<file path="config.mk">
export PLATFORM = sky130hd
export DESIGN_NAME = fwrisc_regfile_ctrl
export DESIGN_NICKNAME = d
export VERILOG_FILES = /design/src/rtl/fwrisc_regfile_ctrl_pkg.sv /design/src/rtl/fwrisc_regfile_ctrl.sv
export SDC_FILE = /design/constraint.sdc
export NUM_CORES = 1
export LEC_CHECK = 0
export CORE_MARGIN = 4
export CORE_UTILIZATION = 25
export CTS_BUF_LIST = sky130_fd_sc_hd__clkbuf_16
export DETAILED_ROUTE_END_ITERATION = 6
export GPL_ROUTABILITY_DRIVEN = 0
export GPL_TIMING_DRIVEN = 0
export PLACE_DENSITY_LB_ADDON = 0.08
export SYNTH_ARGS = -nofsm -noshare
export SYNTH_HDL_FRONTEND = slang
export SYNTH_SLANG_ARGS = --single-unit
</file>
<file path="constraint.sdc">
create_clock -name clock -period 2.8 [get_ports clock]
set_clock_uncertainty 0.15 [all_clocks]
set_input_delay 0.84 -clock clock [delete_from_list [all_inputs] [get_ports clock]]
set_output_delay 0.84 -clock clock [all_outputs]
set_load 0.01 [all_outputs]
</file>
<file path="src/rtl/fwrisc_regfile_ctrl_pkg.sv">
// Shared types and default geometry for the regfile init sequencer / debug arbiter.
package fwrisc_regfile_ctrl_pkg;

   localparam int unsigned RF_NUM_REGS = 64;
   localparam int unsigned RF_AW       = 6;
   localparam int unsigned RF_DW       = 32;

   typedef enum logic [2:0] {
      INIT   = 3'd0,
      IDLE   = 3'd1,
      DBG_WR = 3'd2,
      DBG_RA = 3'd3,
      DBG_RD = 3'd4,
      ACK    = 3'd5
   } regfile_ctrl_state_e;

endpackage

</file>
<file path="src/rtl/fwrisc_regfile_ctrl.sv">
// Zero-fills the regfile after reset, then arbitrates its write port and read port A
// between the core pipeline and the debug monitor, keeping r0 hard-wired to zero.
module fwrisc_regfile_ctrl
   import fwrisc_regfile_ctrl_pkg::*;
#(
   parameter int unsigned   NUM_REGS = RF_NUM_REGS,
   parameter int unsigned   AW       = RF_AW,
   parameter int unsigned   DW       = RF_DW,
   parameter logic [DW-1:0] INIT_VAL = '0
) (
   input  logic                clock,
   input  logic                reset,
   input  logic [AW-1:0]       core_ra_raddr,
   input  logic [AW-1:0]       core_rb_raddr,
   input  logic [AW-1:0]       core_rd_waddr,
   input  logic [DW-1:0]       core_rd_wdata,
   input  logic                core_rd_wen,
   output logic                core_stall,
   output logic                init_done,
   input  logic                dbg_req,
   input  logic                dbg_we,
   input  logic [AW-1:0]       dbg_addr,
   input  logic [DW-1:0]       dbg_wdata,
   output logic                dbg_ack,
   output logic [DW-1:0]       dbg_rdata,
   output logic [AW-1:0]       rf_ra_raddr,
   output logic [AW-1:0]       rf_rb_raddr,
   output logic [AW-1:0]       rf_rd_waddr,
   output logic [DW-1:0]       rf_rd_wdata,
   output logic                rf_rd_wen,
   input  logic [DW-1:0]       rf_ra_rdata,
   output regfile_ctrl_state_e fsm_state
);

   localparam logic [AW-1:0] LAST_IDX = AW'(NUM_REGS - 1);

   regfile_ctrl_state_e state_q, state_d;
   logic [AW-1:0]       idx_q, idx_d;
   logic                init_done_q, init_done_d;
   logic [DW-1:0]       dbg_rdata_q, dbg_rdata_d;

   logic init_wr;
   logic dbg_wr_issue;
   logic ra_sel_dbg;
   logic stall;
   logic ack;
   logic wen_req;

   always_ff @(posedge clock) begin
      if (reset) begin
         state_q     <= INIT;
         idx_q       <= '0;
         init_done_q <= 1'b0;
         dbg_rdata_q <= '0;
      end else begin
         state_q     <= state_d;
         idx_q       <= idx_d;
         init_done_q <= init_done_d;
         dbg_rdata_q <= dbg_rdata_d;
      end
   end

   always_comb begin
      state_d      = state_q;
      idx_d        = idx_q;
      init_done_d  = init_done_q;
      dbg_rdata_d  = dbg_rdata_q;
      init_wr      = 1'b0;
      dbg_wr_issue = 1'b0;
      ra_sel_dbg   = 1'b0;
      stall        = 1'b0;
      ack          = 1'b0;

      unique case (state_q)
         INIT: begin
            init_wr = 1'b1;
            stall   = 1'b1;
            idx_d   = idx_q + AW'(1);
            if (idx_q == LAST_IDX) begin
               idx_d       = '0;
               init_done_d = 1'b1;
               state_d     = IDLE;
            end
         end
         IDLE: begin
            if (dbg_req) begin
               state_d = dbg_we ? DBG_WR : DBG_RA;
            end
         end
         DBG_WR: begin
            // The core owns the write port whenever it wants it; debug retries next cycle.
            if (!core_rd_wen) begin
               dbg_wr_issue = 1'b1;
               state_d      = ACK;
            end
         end
         DBG_RA: begin
            ra_sel_dbg = 1'b1;
            stall      = 1'b1;
            state_d    = DBG_RD;
         end
         DBG_RD: begin
            // Port A is handed back now so the core's read data is valid again at ACK.
            stall       = 1'b1;
            dbg_rdata_d = rf_ra_rdata;
            state_d     = ACK;
         end
         ACK: begin
            ack     = 1'b1;
            state_d = IDLE;
         end
         default: begin
            state_d = INIT;
         end
      endcase
   end

   always_comb begin
      rf_rd_waddr = core_rd_waddr;
      rf_rd_wdata = core_rd_wdata;
      wen_req     = core_rd_wen;
      if (init_wr) begin
         rf_rd_waddr = idx_q;
         rf_rd_wdata = INIT_VAL;
         wen_req     = 1'b1;
      end else if (dbg_wr_issue) begin
         rf_rd_waddr = dbg_addr;
         rf_rd_wdata = dbg_wdata;
         wen_req     = 1'b1;
      end
   end

   // r0 is only ever written by the zero-fill; every other path to it is dropped.
   always_comb begin
      rf_rd_wen = 1'b0;
      if (!reset) begin
         if (init_wr) begin
            rf_rd_wen = 1'b1;
         end else begin
            rf_rd_wen = wen_req && (rf_rd_waddr != '0);
         end
      end
   end

   assign rf_ra_raddr = ra_sel_dbg ? dbg_addr : core_ra_raddr;
   assign rf_rb_raddr = core_rb_raddr;
   assign core_stall  = reset || stall;
   assign dbg_ack     = ack && !reset;
   assign init_done   = init_done_q && !reset;
   assign dbg_rdata   = dbg_rdata_q;
   assign fsm_state   = state_q;

endmodule

</file>
Run 1, metal 1:
Cells faint in the background.
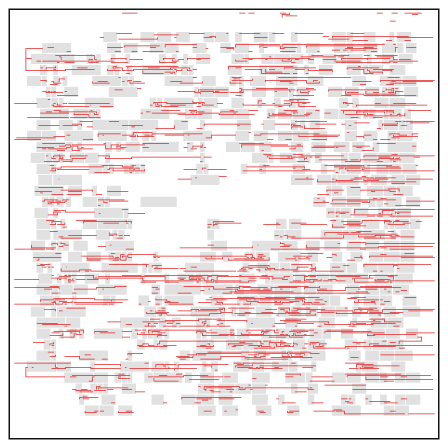
nets with wire on the layer = 651
longest straight run = 33.6 microns
wire length on this layer = 4750 microns
share of all routed wire = 40%

Run 1, metal 2:
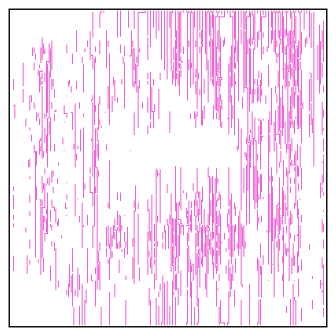
share of all routed wire = 49%
nets with wire on the layer = 637
longest straight run = 51.7 microns
via count: 3464
Post-Route WL: 12000 microns
met2 Track Usage GR: 33.1%

Run 1, met3 routing:
Cells faint in the background.
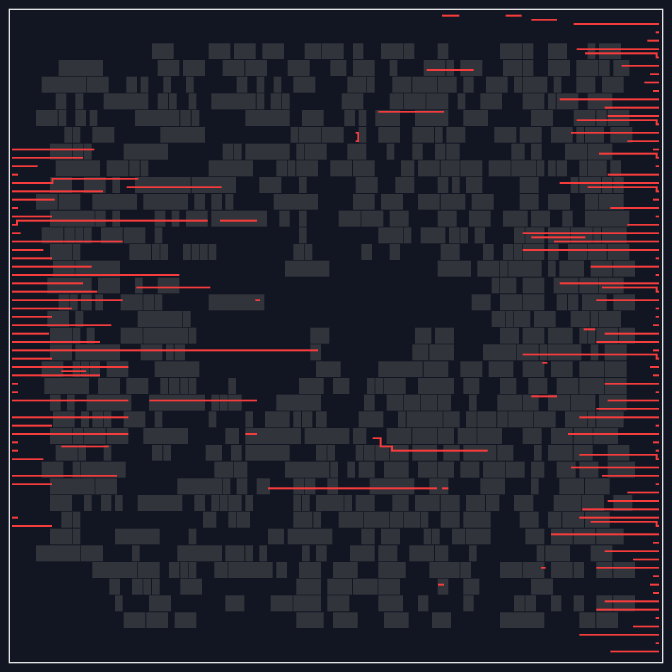
share of all routed wire = 9.8%
longest straight run = 49.4 microns
nets with wire on the layer = 129
main direction = horizontal

==> flow_metrics.tcl, run 1 <==
# yosys + openroad results
set metrics [dict create \
    logic_family "simple AND/OR/NAND/NOR gates" \
    ys.warnings.count 0 \
    synthArstFlopShare_pct 0 \
    status "finished with violations" \
    cp-end-kind "output port" \
    crit_slowest_cell "or4_4" \
    aoi_share_pct 22.1 \
    fin_util_pct 57.6 \
    post_drt_via_cell_ratio 4.72 \
    slew_viol_final 0 \
    ys_sh_xor_pct 0.730 \
    die_area_sq_mm 0.0112 \
    die_w_microns 106 \
    largest_area_cell "dfxtp_1" \
    rsz0062_at_grt "true" \
    yosys-top-cells-count "nand2_1, a21oi_1, dfxtp_1, clkbuf_1, nor2_1" \
    setup_viol 38 \
    place.detailed.hpwl_microns 8800 \
    cp_cell_sequence "buf_6 > or4_4 > o21ai_2 > a21oi_2 > o41a_1 > a211o_1 > buf_2" \
    ff2ff_setup_slack_ns 0.70 \
    synth-adder-area-share_pct 0.521 \
    yosysMostFrequentCell "nand2_1" \
    grt_antenna_before_repair 0 \
    timing.final.ws_setup_ns -0.566 \
    p_leak_nw 2.30 \
    clockBufferDepth 2 \
    clk_pin_slew_worst_paths_ns 0.05 \
    layout-drive-gt1-share_pct 31.7 \
    critical-path-max-stage-delay_ns 0.52 \
    io_pins 214 \
    grt_pass1_wl_microns 17700 \
    hold_path_class "reg -> reg" \
    cts_buffers 5 \
    maxCapViolations 0 \
    critPathTopFamily "AND-OR/OR-AND gates" \
    antenna_cells 0 \
    syn_nets 493 \
    tightest_slew_ns 0.486 \
    drt_iter0_drc 172 \
    ff_type "dfxtp_1" \
    htreeDepth 2 \
    clk_latency_ns 0.28 \
    min_period_ns 3.37 \
    total_power_mw 3.86 \
    grtUsageTotal_pct 19.3 \
    crit_arrival_ns 2.38 \
    port_buffers 207 \
    synth-edff-count 0 \
    startpoint "dbg_addr[3]" \
    cts_root_buffer "clkbuf_16" \
    wl_per_cell_microns 16.3 \
    dieHeight_microns 106 \
    grt_max_degree 13 \
    crit_fanout 2 \
    grt_pass1_vias 3334 \
    synth_area_sq_mm 0.00240 \
    area_growth_pct 123 \
    path_class "in -> out" \
    hold_start "dbg_rdata[11]" \
    area_leaders "dfxtp_1, nand2_1, a21oi_1" \
    required_ns 1.81 \
    num-nets-final 730 \
    core-area_sq_mm 0.00928 \
    num_rows 35 \
    failed_checks "setup timing" \
    cts_tree "built" \
    reg2reg_from "fsm_state[0]" \
    warning_count 29 \
    gr-total-overflow 0 \
    fp_util_pct 25.8 \
    synthCells 367 \
    yosysTopAreaCellShare_pct 35.0 \
    synth_cell_type_count 36 \
    drcViolationCount 0 \
    mux_share_pct 3.28 \
    path_buffers 2 \
    slew_headroom_pct 67.6 \
    cp-start-kind "input pin" \
    numClockSinks 42 \
    peakVddDrop_v 0.000327 \
]
run 1: kinds of logic (layout without fill, tap and decap cells):
| logic type | Yosys count | in the layout |
|---|---|---|
| AND/OR/NAND/NOR | 180 | 180 |
| XOR/XNOR | 2 | 2 |
| AND-OR/OR-AND | 98 | 98 |
| flip-flops | 42 | 42 |
| adder cells (fa/ha/maj) | 1 | 1 |
| buffers and inverters | 37 | 275 |
| multiplexers | 7 | 7 |
run 1: worst paths after layout:
kind / endpoint / cells after the start
setup / recovery: rf_rd_wen / 7
hold / removal: dbg_rdata[11] / 2
setup reg to reg: dbg_rdata[29] / 8
hold reg to reg: dbg_rdata[11] / 2
run 1: tightest hold or removal path: stages (launching register included):
cell	delay [ns]
dfxtp_1	0.30
nand2_1	0.05
a21oi_1	0.05
run 1: cells in the final DEF (no fill, tap or decap), types with 3 or more instances in the layout:
| master | n |
|---|---|
| clkdlybuf4s50_1 | 148 |
| nand2_1 | 111 |
| dfxtp_1 | 42 |
| a21oi_1 | 41 |
| a21oi_2 | 39 |
| buf_2 | 34 |
| buf_4 | 24 |
| nand2_4 | 22 |
| buf_6 | 16 |
| clkbuf_1 | 11 |
| nor2_1 | 10 |
| nand2_2 | 9 |
| dlymetal6s2s_1 | 8 |
| mux2_2 | 7 |
| dlygate4sd2_1 | 7 |
| clkbuf_2 | 6 |
| nor2_4 | 5 |
| buf_8 | 5 |
| clkbuf_16 | 5 |
| inv_1 | 4 |
| or3_1 | 3 |
| and2_1 | 3 |
run 1: per-layer routing:
metal	track usage [%]	part of all wire [%]
met4	4.81	1.6
met2	33.1	49
met1	22.4	40
met5	0	0
met3	7.59	9.8
run 1: timing repair:
item	CTS	global route
pin swaps	13	43
setup endpoints to repair	48	48
gates cloned	2	0
buffers inserted	14	11
hold buffers	0	0
gates resized	251	108
run 1: registers in the layout, indices dropped and copies added (netlist names):
| name | cells |
|---|---|
| dbg_rdata | 32 |
| fsm_state | 3 |
| idx_q | 6 |
| init_done_q | 1 |
run 1: stage by stage:
stage | setup TNS, ns | hold WS (ns) | std cells | instance area, sq um
after global routing | -11.79 | 0.323 | 734 | 5350
after detailed placement | -50.75 | 0.298 | 703 | 4640
after floorplan | -0.340 | 0.279 | 367 | 2410
final | -9.94 | 0.302 | 734 | 5350
after global placement | -49.34 | 0.292 | 703 | 4640
after CTS | -6.18 | 0.305 | 726 | 4940
run 1: where the power goes:
group	internal (mW)	switching (mW)
logic	1.19	1.40
clock network	0.322	0.222
registers	0.673	0.0533
total	2.19	1.68
run 1: cell type report:
cell class                 count  area (sq um)
timing repair buffer         231          2150
clock inverter                 3          12.5
sequential                    42           841
buffer                        32           230
multi-input combinational    288          1810
tap                          129           161
inverter                       4          15.0
fill                         901          3940
clock buffer                   5           125
==> run 2: changes to the inputs <==
--- a/config.mk
+++ b/config.mk
@@ -8,6 +8,7 @@
 export CORE_MARGIN = 4
 export CORE_UTILIZATION = 25
 export CTS_BUF_LIST = sky130_fd_sc_hd__clkbuf_16
+export CTS_CLUSTER_SIZE = 10
 export DETAILED_ROUTE_END_ITERATION = 6
 export GPL_ROUTABILITY_DRIVEN = 0
 export GPL_TIMING_DRIVEN = 0
==> run 2 against run 1 <==
Effect of this change: the flow still finishes with violations (setup timing); highest routed layer unchanged; via count unchanged; non-clock buffer count stayed put; fmax unchanged; die size unchanged; sequential share of layout area stayed put; first-iteration DRC count unchanged; register-to-register slack barely moved; total power unchanged; largest cell class unchanged.
==> flow_metrics.tcl, run 2 <==
# yosys + openroad results
set metrics [dict create \
    p_leak_nw 2.30 \
    p_int_mw 2.19 \
    clk_pin_slew_worst_paths_ns 0.05 \
    fp_util_pct 25.8 \
    clockBufferDepth 2 \
    dieHeight_microns 106 \
    gr-total-overflow 0 \
    cp-end-kind "output port" \
    slew_headroom_pct 67.6 \
    vias 3464 \
    total_power_mw 3.86 \
    syn_nets 493 \
    post_drt_via_cell_ratio 4.72 \
    p_sw_share_pct 43.4 \
    die_area_sq_mm 0.0112 \
    yosys-top-cells-count "nand2_1, a21oi_1, dfxtp_1, clkbuf_1, nor2_1" \
    port_buffers 207 \
    num_rows 35 \
    crit_arrival_ns 2.38 \
    ff2ff_setup_slack_ns 0.70 \
    tightest_slew_ns 0.486 \
    clockPowerShare_pct 14.1 \
    clk_latency_ns 0.28 \
    crit_fanout 2 \
    core-area_sq_mm 0.00928 \
    mux_share_pct 3.28 \
    mostFrequentLayoutCell "clkdlybuf4s50_1" \
    largest_area_cell "dfxtp_1" \
    logic_family "simple AND/OR/NAND/NOR gates" \
    failed_checks "setup timing" \
    area_growth_pct 123 \
    synthCells 367 \
    lay_top_cells "clkdlybuf4s50_1, nand2_1, dfxtp_1" \
    min_period_ns 3.37 \
    worst_hold_slack_ns 0.302 \
    dp_cells 703 \
    startpoint "dbg_addr[3]" \
    grt_pass1_wl_microns 17700 \
    layout-drive-gt1-share_pct 31.7 \
    r2r.worst_path.cells 8 \
    maxCapViolations 0 \
    timing.final.ws_setup_ns -0.566 \
    placed_area_sq_mm 0.00464 \
    ys.warnings.count 0 \
    slew_viol_final 0 \
    reg2reg_from "fsm_state[0]" \
    path_class "in -> out" \
    status "finished with violations" \
    hold_path_class "reg -> reg" \
    drt_iter0_drc 172 \
    setup_viol 38 \
    drcViolationCount 0 \
    yosysTopAreaCellShare_pct 35.0 \
    required_ns 1.81 \
    totalWireLength_microns 12000 \
    peakVddDrop_v 0.000327 \
    synth-adder-area-share_pct 0.521 \
    pwr-share-seq_pct 18.8 \
    cp-start-kind "input pin" \
    timing.setup.tns_ns -9.94 \
    place.detailed.hpwl_microns 8800 \
    aoi_share_pct 22.1 \
    cts_buffers 5 \
    grt_antenna_before_repair 0 \
    pwr-share-comb_pct 67.1 \
]
## run 2: final cells by class
| cell class | count | area, sq um | share of cell area [%] |
|---|---|---|---|
| plain buffers | 32 | 230 | 4.31 |
| clock buffers | 5 | 125 | 2.34 |
| clock inverters | 3 | 12.5 | 0.234 |
| inverters | 4 | 15.0 | 0.281 |
| multi-input cells | 288 | 1810 | 33.8 |
| flip-flops and latches | 42 | 841 | 15.7 |
| well taps | 129 | 161 | 3.02 |
| repair buffers | 231 | 2150 | 40.2 |
## run 2: worst min path at each step
| stage | endpoint | from | depth (start not counted) |
|---|---|---|---|
| 2_1_floorplan | init_done_q | init_done_q | 2 |
| 3_3_place_gp | dbg_rdata[25] | dbg_rdata[25] | 2 |
| 3_5_place_dp | dbg_rdata[13] | dbg_rdata[13] | 2 |
| 4_1_cts | dbg_rdata[15] | dbg_rdata[15] | 2 |
| 5_1_grt | dbg_rdata[21] | dbg_rdata[21] | 2 |
| 6_report | dbg_rdata[11] | dbg_rdata[11] | 2 |
## run 2: kinds of logic after synthesis
| logic type | after synthesis |
|---|---|
| compound gates | 98 |
| xor+xnor | 2 |
| fa+ha+maj | 1 |
| buf+inv | 37 |
| flops | 42 |
| mux | 7 |
| simple gates | 180 |
## run 2: worst max-delay path, cell delays in order
cell	delay [ns]
buf_6	0.09
or4_4	0.52
o21ai_2	0.08
a21oi_2	0.08
o41a_1	0.37
a211o_1	0.24
buf_2	0.14
## run 2: layer usage
metal / track usage, % / vias to the layer above / part of all wire (%)
li1: - / 1694 / -
met1: 22.4 / 1606 / 40
met2: 33.1 / 148 / 49
met3: 7.59 / 16 / 9.8
met4: 4.81 / 0 / 1.6
met5: 0 / - / 0
## run 2: power groups by stage
stage	Sequential [mW]	Clock (mW)	Combinational (mW)
after floorplan	0.755	0	1.02
after global routing	0.736	0.588	2.77
final	0.726	0.544	2.59
after global placement	0.734	0	2.24
after CTS	0.724	0.567	2.30
after detailed placement	0.737	0	2.26
## run 2: repair_timing
| action | 4_1_cts | 5_1_grt |
|---|---|---|
| gates resized | 251 | 108 |
| buffers inserted | 14 | 11 |
| pin swaps | 13 | 43 |
| endpoints found under the setup margin | 48 | 48 |
| cloned | 2 | 0 |
Run 2, met3 routing:
Cells faint in the background.
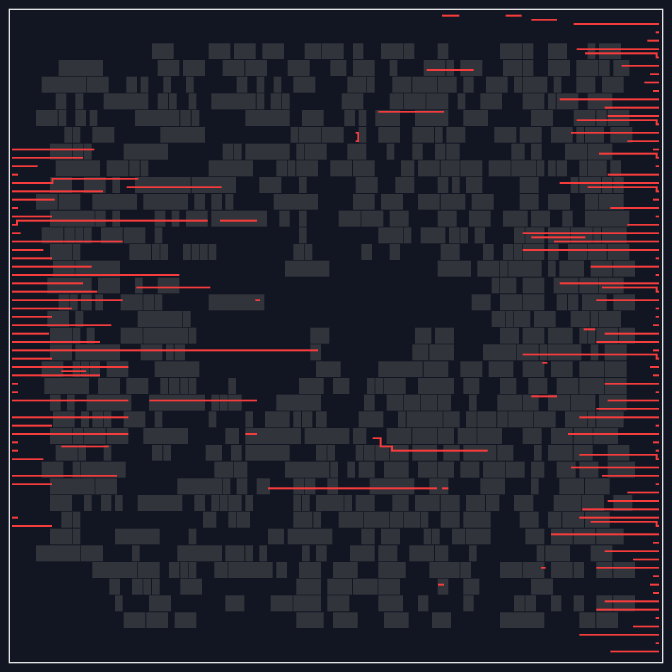
wire length on this layer = 1170 microns
longest straight run = 49.4 microns
share of all routed wire = 9.8%
nets with wire on the layer = 129

Run 2, M4 wires:
Scale bar: 20 microns. Cells faint in the background.
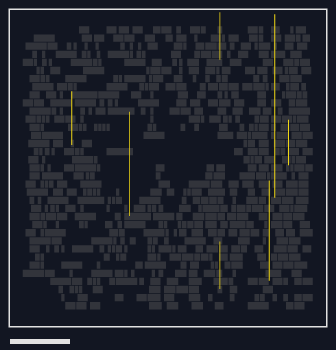
longest straight run = 61.2 microns
share of all routed wire = 1.6%
main direction = vertical
nets with wire on the layer = 7
wire length on this layer = 193 microns

Run 2, routing congestion:
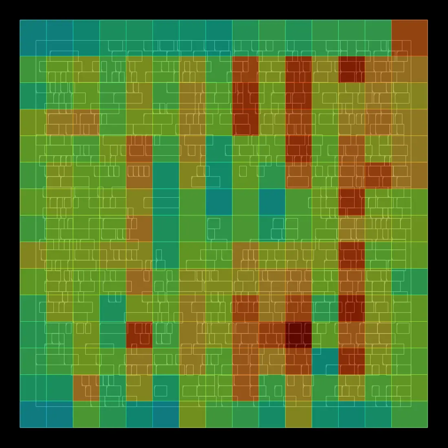
per-cell routed wire length: 16.3 microns
GR Layer Usage met3: 7.59%
fin util: 57.6%
Total GRT Usage: 19.3%

==> run 3: changes to the inputs <==
--- a/config.mk
+++ b/config.mk
@@ -5,8 +5,7 @@
 export SDC_FILE = /design/constraint.sdc
 export NUM_CORES = 1
 export LEC_CHECK = 0
-export CORE_MARGIN = 4
-export CORE_UTILIZATION = 25
+export CORE_UTILIZATION = 28
 export CTS_BUF_LIST = sky130_fd_sc_hd__clkbuf_16
 export CTS_CLUSTER_SIZE = 10
 export DETAILED_ROUTE_END_ITERATION = 6
==> run 3 against run 2 <==
Effect of this change: sequential power about the same; the flow still finishes with violations (setup timing); largest power group unchanged; total power increased by 5.0%; core utilization increased by 9.0 points.
==> flow_metrics.tcl, run 3 <==
# yosys + openroad results
set metrics [dict create \
    seqCellArea_sq_um 842 \
    critical-path-max-stage-delay_ns 0.52 \
    placed_area_sq_mm 0.00461 \
    mostFrequentLayoutCell "clkdlybuf4s50_1" \
    htreeDepth 2 \
    cp_cell_sequence "buf_6 > or4_4 > o21ai_2 > a21oi_2 > o41a_1 > a211o_1 > buf_2" \
    cp-start-kind "input pin" \
    warning_count 29 \
    dieHeight_microns 94.6 \
    power_density_mw_per_mm2 738 \
    port_buffers 207 \
    r2r.worst_path.cells 8 \
    design_area_sq_mm 0.00550 \
    yosysTopAreaCellShare_pct 35.0 \
    slew_headroom_pct 54.6 \
    fp_util_pct 29.1 \
    ys_seq_share_pct 35.0 \
    path_class "in -> out" \
    layout-drive-gt1-share_pct 33.4 \
    whs_path_depth 2 \
    avgSynthCellArea_sq_um 6.54 \
    ff_type "dfxtp_1" \
    timing.setup.tns_ns -8.77 \
    drt_iter0_drc 144 \
    comb_area_sq_mm 0.00183 \
    hold_path_class "reg -> reg" \
    crit_fanout 2 \
    ff2ff_setup_slack_ns 0.81 \
    reg2reg_from "fsm_state[0]" \
    grt_pass1_vias 3199 \
    failed_checks "setup timing" \
    synthArstFlopShare_pct 0 \
    crit_slowest_cell "or4_4" \
    ys_cells 367 \
    period_used_pct 119 \
    clockBufferDepth 2 \
    cts_root_buffer "clkbuf_16" \
    status "finished with violations" \
    maxCapViolations 0 \
    critPathTopFamily "AND-OR/OR-AND gates" \
    antenna_cells 0 \
    path_buffers 2 \
    fmax_mhz 299 \
    largest_area_cell "dfxtp_1" \
    largest_register_ffs 32 \
    grt_pass1_wl_microns 16000 \
    required_ns 1.81 \
    worst_hold_slack_ns 0.299 \
    slew_viol_final 0 \
    setup_viol 38 \
    grt_antenna_before_repair 0 \
    peakVddDrop_v 0.000400 \
    hold_viol 0 \
    cts_hold_buffers 0 \
    ys.warnings.count 0 \
    num-nets-final 744 \
    rsz0062_at_grt "true" \
    hold_start "dbg_rdata[7]" \
    gr-total-overflow 0 \
    grt_max_degree 14 \
    post_drt_via_cell_ratio 4.84 \
    whs_endpoint "dbg_rdata[7]" \
    synth_area_sq_mm 0.00240 \
    fin_util_pct 66.6 \
    p_leak_nw 2.36 \
    die_w_microns 94.6 \
    num_rows 33 \
    cp-end-kind "output port" \
    clk_latency_ns 0.28 \
    numClockSinks 42 \
    syn_nets 493 \
    grtUsageTotal_pct 22.6 \
    ys_ff 42 \
    synthCells 367 \
    yosysMostFrequentCell "nand2_1" \
    r2r-end "dbg_rdata[4]" \
    clk_pin_slew_worst_paths_ns 0.06 \
    drcViolationCount 0 \
    crit_arrival_ns 2.35 \
    die_area_sq_mm 0.00895 \
    area_leaders "dfxtp_1, nand2_1, a21oi_1" \
    cts_tree "built" \
    min_period_ns 3.34 \
    place.detailed.hpwl_microns 7690 \
    synth-edff-count 0 \
    lay_top_cells "clkdlybuf4s50_1, nand2_1, a21oi_1" \
    area_growth_pct 129 \
    cts_buffers 5 \
    synth_cell_type_count 36 \
    tightest_slew_ns 0.681 \
    wl_per_cell_microns 15.5 \
    io_pins 214 \
    drt_pass1_iterations 4 \
    yosysChipArea_sq_mm 0.00240 \
    yosys-top-cells-count "nand2_1, a21oi_1, dfxtp_1, clkbuf_1, nor2_1" \
    core-area_sq_mm 0.00826 \
    timing.final.ws_setup_ns -0.543 \
    total_power_mw 4.06 \
    fill_cells 711 \
    ant_nets 0 \
]
## run 3: cell counts after synthesis
Identical to the previous run, type by type.
## run 3: cells by family after synthesis
kind of cell             Yosys count  synth area share (%)
buffers and inverters             37                  7.56
multiplexers                       7                  3.28
AND/OR/NAND/NOR                  180                  30.8
AND-OR/OR-AND                     98                  22.1
adder cells (fa/ha/maj)            1                 0.521
flip-flops                        42                  35.0
XOR/XNOR                           2                 0.730
## run 3: what timing repair did
item                                    4_1_cts  5_1_grt
gates resized                               287       97
cloned                                        4        0
endpoints found under the setup margin       48       45
pin swaps                                    23       58
setup buffers                                24       12
## run 3: worst min-delay path, stage by stage, from the launching register on
cell	delay, ns
dfxtp_1	0.30
nand2_1	0.05
a21oi_1	0.05
## run 3: layer usage
metal,GRT usage [%],up-vias,wire length (microns)
met2,38.9,163,5430
met1,26.2,1605,4410
met5,0,-,0
li1,-,1716,-
met4,7.07,0,266
met3,7.73,18,1150
## run 3: area by class of cell
type / count / share of cell area (%)
buffer: 32 / 4.76
clock buffer: 5 / 2.28
clock inverter: 3 / 0.751
inverter: 4 / 0.341
multi-input combinational: 288 / 33.2
sequential: 42 / 15.3
tap: 105 / 2.39
timing repair buffer: 245 / 41.0
## run 3: worst max-delay path by stage
stage | depth (start not counted) | slack [ns] | start | end
after CTS | 7 | -0.60 | dbg_addr[2] | rf_rd_wen
after global placement | 7 | -1.42 | core_rd_wen | rf_rd_wen
after floorplan | 5 | -0.34 | core_rd_wen | rf_rd_wen
final | 7 | -0.54 | dbg_addr[3] | rf_rd_wen
after detailed placement | 7 | -1.46 | core_rd_wen | rf_rd_wen
after global routing | 7 | -0.57 | dbg_addr[3] | rf_rd_wen
## run 3: per-stage QoR
stage	worst slack, ns	std cells
4_1_cts	-0.596	713
3_3_place_gp	-1.42	679
5_1_grt	-0.572	724
2_1_floorplan	-0.340	367
6_report	-0.543	724
3_5_place_dp	-1.46	679
## run 3: where the power goes
part / switching, mW / leakage [nW] / total (mW) / internal [mW]
clock: 0.231 / 0.0812 / 0.648 / 0.417
combinational: 1.41 / 1.94 / 2.68 / 1.27
sequential: 0.0540 / 0.340 / 0.728 / 0.674
total: 1.69 / 2.36 / 4.06 / 2.36
Run 3, M4 wires:
Scale bar: 20 microns. Cells faint in the background.
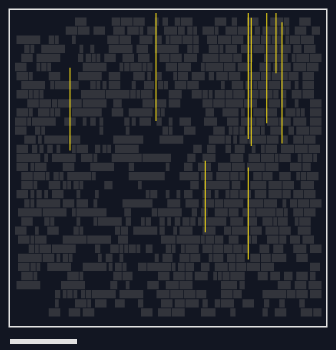
longest straight run = 38.1 microns
share of all routed wire = 2.4%
wire length on this layer = 267 microns
via count: 3502
Post-Route WL: 11300 microns

Run 3, metal 1:
Cells faint in the background.
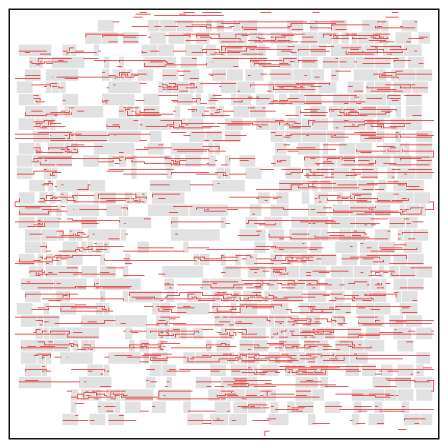
wire length on this layer = 4410 microns
nets with wire on the layer = 645
main direction = horizontal
longest straight run = 30.1 microns
share of all routed wire = 39%
met1 GRT Util: 26.2%

Run 3, met3 routing:
Cells faint in the background.
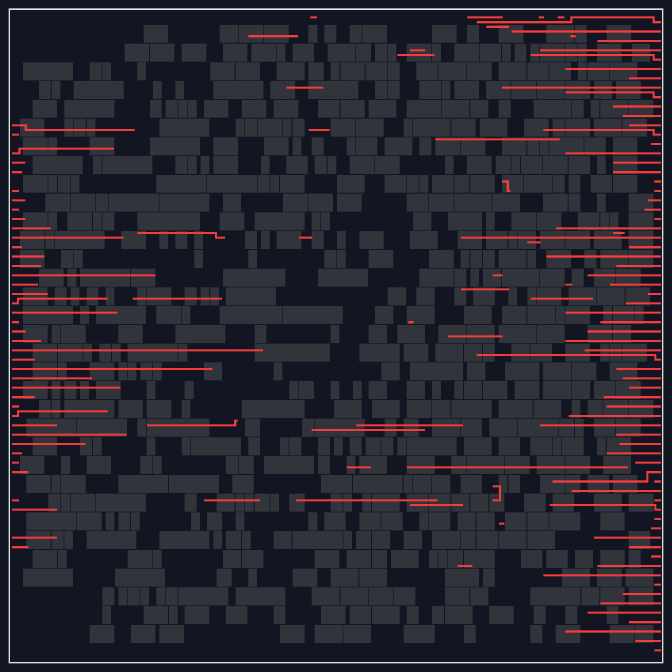
share of all routed wire = 10%
longest straight run = 36.1 microns
wire length on this layer = 1150 microns
GR Layer Usage met3: 7.73%

Power and IR drop assume default switching activity.
